[src/rtl/vga_pkg.sv]
// Shared timing constants and coordinate type for the 640x480@60 display path.
package vga_pkg;

  localparam int DEF_H_VISIBLE = 640;
  localparam int DEF_H_FP      = 16;
  localparam int DEF_H_SYNC    = 96;
  localparam int DEF_H_BP      = 48;
  localparam int DEF_V_VISIBLE = 480;
  localparam int DEF_V_FP      = 10;
  localparam int DEF_V_SYNC    = 2;
  localparam int DEF_V_BP      = 33;

  localparam int H_TOTAL  = DEF_H_VISIBLE + DEF_H_FP + DEF_H_SYNC + DEF_H_BP;
  localparam int V_TOTAL  = DEF_V_VISIBLE + DEF_V_FP + DEF_V_SYNC + DEF_V_BP;
  localparam int HS_START = DEF_H_VISIBLE + DEF_H_FP;
  localparam int HS_END   = HS_START + DEF_H_SYNC;
  localparam int VS_START = DEF_V_VISIBLE + DEF_V_FP;
  localparam int VS_END   = VS_START + DEF_V_SYNC;

  typedef logic [9:0] vga_coord_t;

  function automatic vga_coord_t to_coord(input int value);
    return vga_coord_t'(value);
  endfunction

endpackage

[src/rtl/vga_timing_gen_sync_delay_line.sv]
// Width-1 shift register with asynchronous reset to a configurable value.
module sync_delay_line #(
  parameter int   DEPTH     = 1,
  parameter logic RESET_VAL = 1'b1
) (
  input  logic i_clk,
  input  logic i_rst,
  input  logic i_d,
  output logic o_q
);

  logic [DEPTH-1:0] r_sr;

  always_ff @(posedge i_clk or posedge i_rst) begin
    if (i_rst) begin
      r_sr <= {DEPTH{RESET_VAL}};
    end else begin
      r_sr[0] <= i_d;
      for (int i = 1; i < DEPTH; i++) begin
        r_sr[i] <= r_sr[i-1];
      end
    end
  end

  assign o_q = r_sr[DEPTH-1];

endmodule

[src/rtl/vga_timing_gen.sv]
// Pixel-timing generator: coordinates, blank, active-low syncs, strobes and frame counter.
// Build option: define VGA_SYNC_ALIGN_EN to delay hs/vs by PIPE_DELAY extra cycles.
module vga_timing_gen
  import vga_pkg::*;
#(
  parameter int H_VISIBLE  = DEF_H_VISIBLE,
  parameter int H_FP       = DEF_H_FP,
  parameter int H_SYNC     = DEF_H_SYNC,
  parameter int H_BP       = DEF_H_BP,
  parameter int V_VISIBLE  = DEF_V_VISIBLE,
  parameter int V_FP       = DEF_V_FP,
  parameter int V_SYNC     = DEF_V_SYNC,
  parameter int V_BP       = DEF_V_BP,
  parameter int PIPE_DELAY = 1
) (
  input  logic        vga_clk,
  input  logic        reset,
  output logic [9:0]  DrawX,
  output logic [9:0]  DrawY,
  output logic        blank,
  output logic        hs,
  output logic        vs,
  output logic        line_start,
  output logic        frame_start,
  output logic [15:0] frame_count
);

  localparam vga_coord_t LP_H_LAST   = to_coord(H_VISIBLE + H_FP + H_SYNC + H_BP - 1);
  localparam vga_coord_t LP_V_LAST   = to_coord(V_VISIBLE + V_FP + V_SYNC + V_BP - 1);
  localparam vga_coord_t LP_H_VIS    = to_coord(H_VISIBLE);
  localparam vga_coord_t LP_V_VIS    = to_coord(V_VISIBLE);
  localparam vga_coord_t LP_HS_START = to_coord(H_VISIBLE + H_FP);
  localparam vga_coord_t LP_HS_END   = to_coord(H_VISIBLE + H_FP + H_SYNC);
  localparam vga_coord_t LP_VS_START = to_coord(V_VISIBLE + V_FP);
  localparam vga_coord_t LP_VS_END   = to_coord(V_VISIBLE + V_FP + V_SYNC);

  vga_coord_t  r_hc;
  vga_coord_t  r_vc;
  vga_coord_t  r_draw_x;
  vga_coord_t  r_draw_y;
  logic        r_blank;
  logic        r_hs;
  logic        r_vs;
  logic        r_line_start;
  logic        r_frame_start;
  logic [15:0] r_frame_count;
  logic        r_first;

  logic w_h_wrap;
  logic w_v_wrap;
  logic w_origin;
  logic w_blank;
  logic w_hs;
  logic w_vs;

  assign w_h_wrap = (r_hc == LP_H_LAST);
  assign w_v_wrap = (r_vc == LP_V_LAST);
  assign w_origin = (r_hc == '0) && (r_vc == '0);
  assign w_blank  = (r_hc < LP_H_VIS) && (r_vc < LP_V_VIS);
  assign w_hs     = !((r_hc >= LP_HS_START) && (r_hc < LP_HS_END));
  assign w_vs     = !((r_vc >= LP_VS_START) && (r_vc < LP_VS_END));

  always_ff @(posedge vga_clk or posedge reset) begin
    if (reset) begin
      r_hc <= '0;
      r_vc <= '0;
    end else if (w_h_wrap) begin
      r_hc <= '0;
      r_vc <= w_v_wrap ? '0 : r_vc + 1'b1;
    end else begin
      r_hc <= r_hc + 1'b1;
    end
  end

  always_ff @(posedge vga_clk or posedge reset) begin
    if (reset) begin
      r_draw_x      <= '0;
      r_draw_y      <= '0;
      r_blank       <= 1'b0;
      r_hs          <= 1'b1;
      r_vs          <= 1'b1;
      r_line_start  <= 1'b0;
      r_frame_start <= 1'b0;
    end else begin
      r_draw_x      <= r_hc;
      r_draw_y      <= r_vc;
      r_blank       <= w_blank;
      r_hs          <= w_hs;
      r_vs          <= w_vs;
      r_line_start  <= (r_hc == '0);
      r_frame_start <= w_origin;
    end
  end

  // The origin right after reset is the first frame, not a completed one,
  // so it is skipped; later origins bump the count in step with frame_start.
  always_ff @(posedge vga_clk or posedge reset) begin
    if (reset) begin
      r_first       <= 1'b1;
      r_frame_count <= '0;
    end else begin
      r_first <= 1'b0;
      if (w_origin && !r_first) begin
        r_frame_count <= r_frame_count + 16'd1;
      end
    end
  end

  assign DrawX       = r_draw_x;
  assign DrawY       = r_draw_y;
  assign blank       = r_blank;
  assign line_start  = r_line_start;
  assign frame_start = r_frame_start;
  assign frame_count = r_frame_count;

`ifdef VGA_SYNC_ALIGN_EN
  logic w_hs_dly;
  logic w_vs_dly;

  sync_delay_line #(
    .DEPTH    (PIPE_DELAY),
    .RESET_VAL(1'b1)
  ) u_hs_dly (
    .i_clk(vga_clk),
    .i_rst(reset),
    .i_d  (r_hs),
    .o_q  (w_hs_dly)
  );

  sync_delay_line #(
    .DEPTH    (PIPE_DELAY),
    .RESET_VAL(1'b1)
  ) u_vs_dly (
    .i_clk(vga_clk),
    .i_rst(reset),
    .i_d  (r_vs),
    .o_q  (w_vs_dly)
  );

  assign hs = w_hs_dly;
  assign vs = w_vs_dly;
`else
  assign hs = r_hs;
  assign vs = r_vs;
`endif

endmodule

[config.mk]
export PLATFORM = sky130hd
export DESIGN_NAME = vga_timing_gen
export DESIGN_NICKNAME = d
export VERILOG_FILES = /design/src/rtl/vga_pkg.sv /design/src/rtl/vga_timing_gen_sync_delay_line.sv /design/src/rtl/vga_timing_gen.sv
export SDC_FILE = /design/constraint.sdc
export NUM_CORES = 1
export LEC_CHECK = 0
export CAP_MARGIN = 20
export CORE_MARGIN = 3
export CORE_UTILIZATION = 30
export CTS_CLUSTER_DIAMETER = 80
export DETAILED_ROUTE_END_ITERATION = 7
export GPL_TIMING_DRIVEN = 0
export MAX_ROUTING_LAYER = met4
export PLACE_DENSITY = 0.49
export SYNTH_ARGS = -nofsm -noshare
export SYNTH_HDL_FRONTEND = slang
export SYNTH_SLANG_ARGS = --single-unit
[constraint.sdc]
create_clock -name vga_clk -period 3.1 [get_ports vga_clk]
set_input_delay 0.62 -clock vga_clk [delete_from_list [all_inputs] [get_ports vga_clk]]
set_output_delay 0.62 -clock vga_clk [all_outputs]
set_load 0.005 [all_outputs]
run_1/layers.png
Scale: 3 px per micron. Only two layers are drawn.
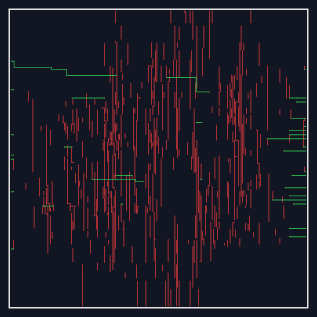
- M2: red (wire length 2430 microns)
- M3: green (wire length 195 microns)
overall global routing resource usage: 12.39%
vias post-DR: 1722
Routed Wire Length: 5232 microns

run_1/m2.png
Scale: 4 px per micron.
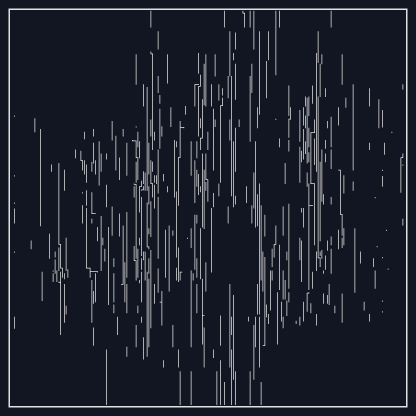
- wire length on this layer: 2430 microns
- share of all routed wire: 47%
- main direction: vertical
- longest straight run: 40.3 microns
- nets with wire on the layer: 223
grt met2 use: 17.98%

run_1/placed.png
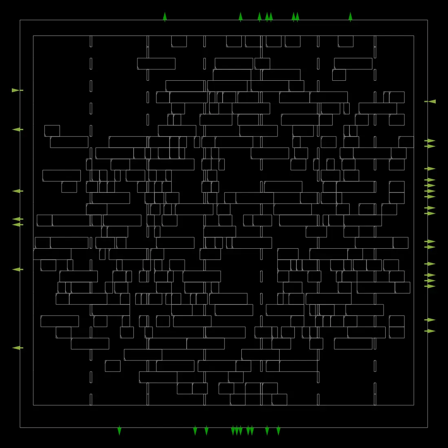
Util after Layout: 40.86%
count of standard-cell rows: 33
count of flip-flops and latches: 62
post-route non-filler standard cell count: 373

run_1/port_trees.png
Scale: 3 px per micron.
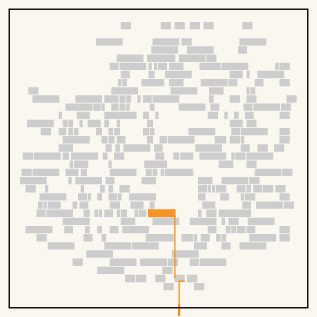
- line_start: orange (direction output; end cells 1; buffers 1; wire 30.9 microns)

==> impl_report.txt, run 1 <==
FLOW METRICS REPORT
----------------------------------------------------
[Layout]
  Clock Buffer Count ........................ 10
  Antenna diode count ........................ 0
  Post-synthesis to final-layout area growth ........................ 30.60%
  Combinational Area ........................ approximately 980 sq um
  Count of non-CTS inverters in the layout ........................ 10
  Comb/total area ........................ between 20% and 30%
  Top cell category ........................ flip-flops and latches
  Area occupied by registers ........................ about 1600 sq um
  Leading cell types in the layout, fill and taps excluded ........................ 59 x dfrtp_1, 42 x clkdlybuf4s50_1, 19 x xor2_1, 15 x nand3_1, 14 x nand2_1
  Non-clock buffer total of the final layout ........................ roughly 46
  Commonest Layout Cell ........................ dfrtp_1
  Proportion of layout cells with a drive suffix above 1 ........................ around 15%
  Number of nets in the layout ........................ around 270
  Sequential fraction of total cell area ........................ a little under half
  Area fraction of clock buffers and clock inverters ........................ between 6 and 7%

[Clocking]
  Post_cts resized ........................ 0
  Worst-Skew Late Latency ........................ approximately 0.33 ns
  # clock sinks ........................ about 62
  Setup Buffers After CTS ........................ 0
  Clock slew at reported path FFs ........................ roughly 0.070 ns
  Maximum root-to-sink buffer count ........................ 2
  CTS root buffer ........................ clkbuf_8
  TritonCTS clock tree ........................ done

[STA]
  Final Hold Violation Tally ........................ 0
  Final sum of negative setup slack ........................ 0 ns
  RSZ-0062 raised after global routing ........................ false
  Worst path setup slack after routing ........................ approximately 1.1 ns
  Min Hold Slack ........................ ~0.45 ns

[Min path]
  Worst min-delay path category ........................ register to register
  Terminating pin of the worst hold path ........................ DrawY[0]
  Hold depth ........................ 0

[Placement]
  Placement Cell Area ........................ 3168 sq um
  DPL Wire Length ........................ about 3600 microns
  Final GP Congestion ........................ roughly 0.74

[Route]
  First DRT Iteration DRCs ........................ 65
  Routed length on met2 ........................ 2433 microns
  Drt wl/cell ........................ about 14 microns
  Routed length on met1 ........................ between 2000 and 3000 microns
  Iteration tally of the first detailed-router pass ........................ 4
  Uppermost signal routing layer after detailed routing ........................ met4
  Met3 layer wire length in the routed design ........................ between 150 and 200 microns

[Power and ir drop]
  Maximum resistive drop on vdd ........................ approximately 240 uV
  Total power consumption of the routed design ........................ around 1.6 mW

[Yosys]
  Cell area after synthesis ........................ between 2000 and 3000 sq um
  Post-synth top area cell ........................ dfrtp_1
  Post-synth net total ........................ roughly 220
  Post-synthesis chip area from yosys ........................ about 2600 sq um
  Number of enable-type register cells in the synthesized netlist ........................ 0
  Post-synthesis sequential area ratio ........................ between 50% and 60%
  Distinct cells, synth ........................ 38
  Register bit total from synthesis ........................ 62
  FFs w/ async S/R, synth ........................ 100.0%
  Gate count after technology mapping ........................ 209
  Fraction of synthesized cell area taken by the top area cell type ........................ roughly 57%

[Global routing]
  Congestion Overflow GR ........................ 0
  Met1 layer usage reported by global route ........................ between 15 and 20%
  Number of antenna violations at the first check in global routing ........................ 0
  Met3 demand-to-capacity share in global routing ........................ under 10%
  Via count of the first global-routing pass ........................ between 1500 and 2000

[Setup path]
  Highest cell delay on the worst timing path ........................ approximately 0.52 ns
  Setup slack of the most critical reg-to-reg path ........................ 1.17 ns
  Number of cell instances on the worst register-to-register path ........................ 6
  Data arrival at the endpoint of the critical path ........................ ~1.3 ns
  Crit path buffers/inverters ........................ 1
  Type of element capturing the critical path ........................ output pin
  Worst setup path class ........................ register to output pin
  Critical path launch point ........................ hs
  Critical path required time ........................ approximately 2.5 ns
  Launch instance of the worst register-to-register path ........................ r_vc[0]
  Number of gates on the worst path with buffers counted ........................ 1
  Largest fanout on the critical path ........................ 1
  Cell family with most CP delay ........................ flip-flops

[Floorplan]
  Number of top-level design ports ........................ roughly 43
  Total number of tap cells ........................ about 110
  Die outline width ........................ about 99 microns
  Die Y ........................ approximately 99 microns
  Core footprint ........................ a little over 8000 sq um

[Flow run]
  Tool warning count ........................ 28
  Max Cap Viol ........................ 0

[Outcome]
  Run status ........................ finished clean

----------------------------------------------------
==> run 1: report_power, final <==
group          total, mW  switching (mW)  leakage (nW)  internal (mW)
Clock              0.790           0.319         0.108          0.471
Combinational     0.0229          0.0173         0.591        0.00561
Sequential         0.812         0.00131         0.824          0.811
Total               1.63           0.338          1.52           1.29
==> run 1: kinds of logic after synthesis <==
logic type      count (synthesis)  share of synthesized area (%)
compound gates                 13                          3.084
fa+ha+maj                       5                          2.410
other cells                     1                         0.1444
simple gates                   88                          23.04
xor+xnor                       26                          8.771
flops                          62                          59.90
mux                             1                         0.4337
buf+inv                        13                          2.217
==> run 1: registers in the layout, indices dropped and copies added, names as in the netlist, 10 cells and up <==
register     flops
DrawX           10
DrawY           10
frame_count     16
r_hc            10
r_vc            10
run_1/pinout.png
Scale: 4 px per micron. Pins as bars across the die edge, other pins in gray.
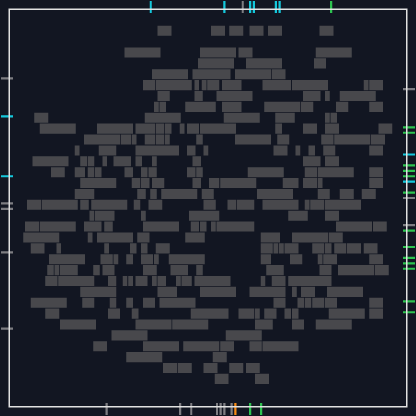

==> run 2, diff against run 1 <==
- clock period: 3.1 -> 2.02 ns (I/O delays scaled with it)
run_2/pinout.png
Scale: 4 px per micron. Pins as bars across the die edge, other pins in gray.
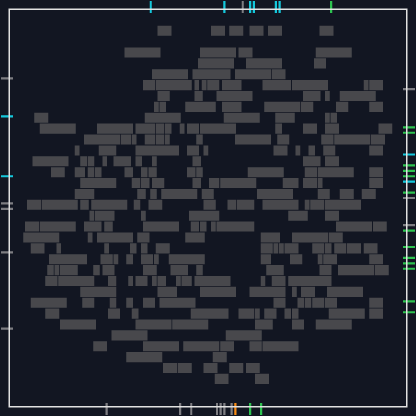
- frame_count: green (pins 16; direction output; edge 13 right, 2 bottom, 1 top)
- DrawY: cyan (pins 10; direction output; edge 6 top, 2 left, 2 right)
- line_start: orange (pins 1; direction output; edge bottom)
- all pins by edge: 18 right, 10 bottom, 8 top, 7 left
Die Y: 99.03 microns
die outline width: 99.03 microns

run_2/m2.png
Scale: 4 px per micron.
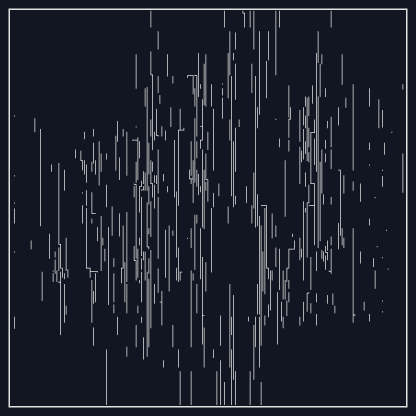
- wire length on this layer: 2460 microns
- nets with wire on the layer: 223
- main direction: vertical
- longest straight run: 37.7 microns

run_2/layers.png
Scale: 3 px per micron. Only two layers are drawn.
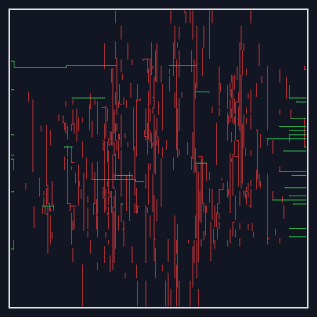
- M3: green (wire length 205 microns)
- M2: red (wire length 2460 microns)

==> run 2 against run 1 <==
Non-clock buffer count is 1 lower; die size unchanged; critical path depth rose by 3; clock skew grew 0.00069 ns; routed wire length rose by 0.31%; clock-buffer cell count did not move; utilization unchanged; critical endpoint is now frame_count[1]; register-to-register slack got worse by 1.0 ns; combinational power grew 54%.
==> impl_report.txt, run 2 <==
FLOW METRICS REPORT
----------------------------------------------------
[Route]
  Iteration tally of the first detailed-router pass ........................ 2
  Routed length on met1 ........................ 2493 microns
  Routed length on met2 ........................ 2456 microns

[Clocking]
  Clock slew at reported path FFs ........................ 0.07 ns
  Setup Buffers After CTS ........................ 0
  Maximum root-to-sink buffer count ........................ 2
  TritonCTS clock tree ........................ done

[STA]
  Final Hold Violation Tally ........................ 0

[Layout]
  Util after Layout ........................ between 40 and 50%
  Clock Buffer Count ........................ 10
  Largest register FFs ........................ 16
  Sequential fraction of total cell area ........................ about 46%
  Post-synthesis to final-layout area growth ........................ 30.60%
  Area fraction of clock buffers and clock inverters ........................ roughly 6.6%
  Count of flip-flops and latches ........................ a little over 60
  Antenna diode count ........................ 0
  Leading cell types in the layout, fill and taps excluded ........................ 58 x dfrtp_1, 42 x clkdlybuf4s50_1, 19 x xor2_1, 15 x nand3_1, 14 x nand2_1
  Non-clock buffer total of the final layout ........................ between 40 and 50
  Comb/total area ........................ 29.08%

[Flow run]
  Tool warning count ........................ 28
  Max Cap Viol ........................ 0

[Global routing]
  Grt met2 use ........................ between 15 and 20%
  Overall global routing resource usage ........................ approximately an eighth
  Via count of the first global-routing pass ........................ 1758
  Met1 layer usage reported by global route ........................ 16.16%

[Placement]
  DPL Wire Length ........................ approximately 3600 microns
  Final GP Congestion ........................ 0.7381
  Placement Cell Area ........................ between 3000 and 4000 sq um

[Floorplan]
  Core footprint ........................ between 8000 and 9000 sq um
  Number of top-level design ports ........................ 43

[Yosys]
  Cell area after synthesis ........................ 2596 sq um
  Distinct cells, synth ........................ 38
  Number of enable-type register cells in the synthesized netlist ........................ 0

[Outcome]
  Run status ........................ finished clean

[Min path]
  Worst min-delay path category ........................ input port to asynchronous set/reset pin

[Setup path]
  Largest fanout on the critical path ........................ 8
  Number of cell instances on the worst register-to-register path ........................ 4
  Type of element capturing the critical path ........................ register

----------------------------------------------------
==> run 2: netlist changes by cell type in the layout (fill, tap and decap cells not counted) <==
cell      before  now
clkbuf_1       1    0
dfrtp_1       59   58
dfrtp_2        0    1
nor2b_1        3    2
nor2b_2        0    1
==> run 2: worst max path at each step <==
stage                endpoint
2_1_floorplan        DrawX[0]
3_3_place_gp          r_hc[2]
3_5_place_dp   frame_count[1]
4_1_cts        frame_count[1]
5_1_grt        frame_count[1]
6_report       frame_count[1]
==> run 2: power breakdown <==
group	internal, mW	total, mW	leakage (nW)	switching [mW]
Sequential	1.24	1.25	0.824	0.00202
Clock	0.724	1.22	0.108	0.496
Combinational	0.00860	0.0353	0.592	0.0267
Total	1.98	2.50	1.52	0.525
Power and IR drop assume default switching activity.
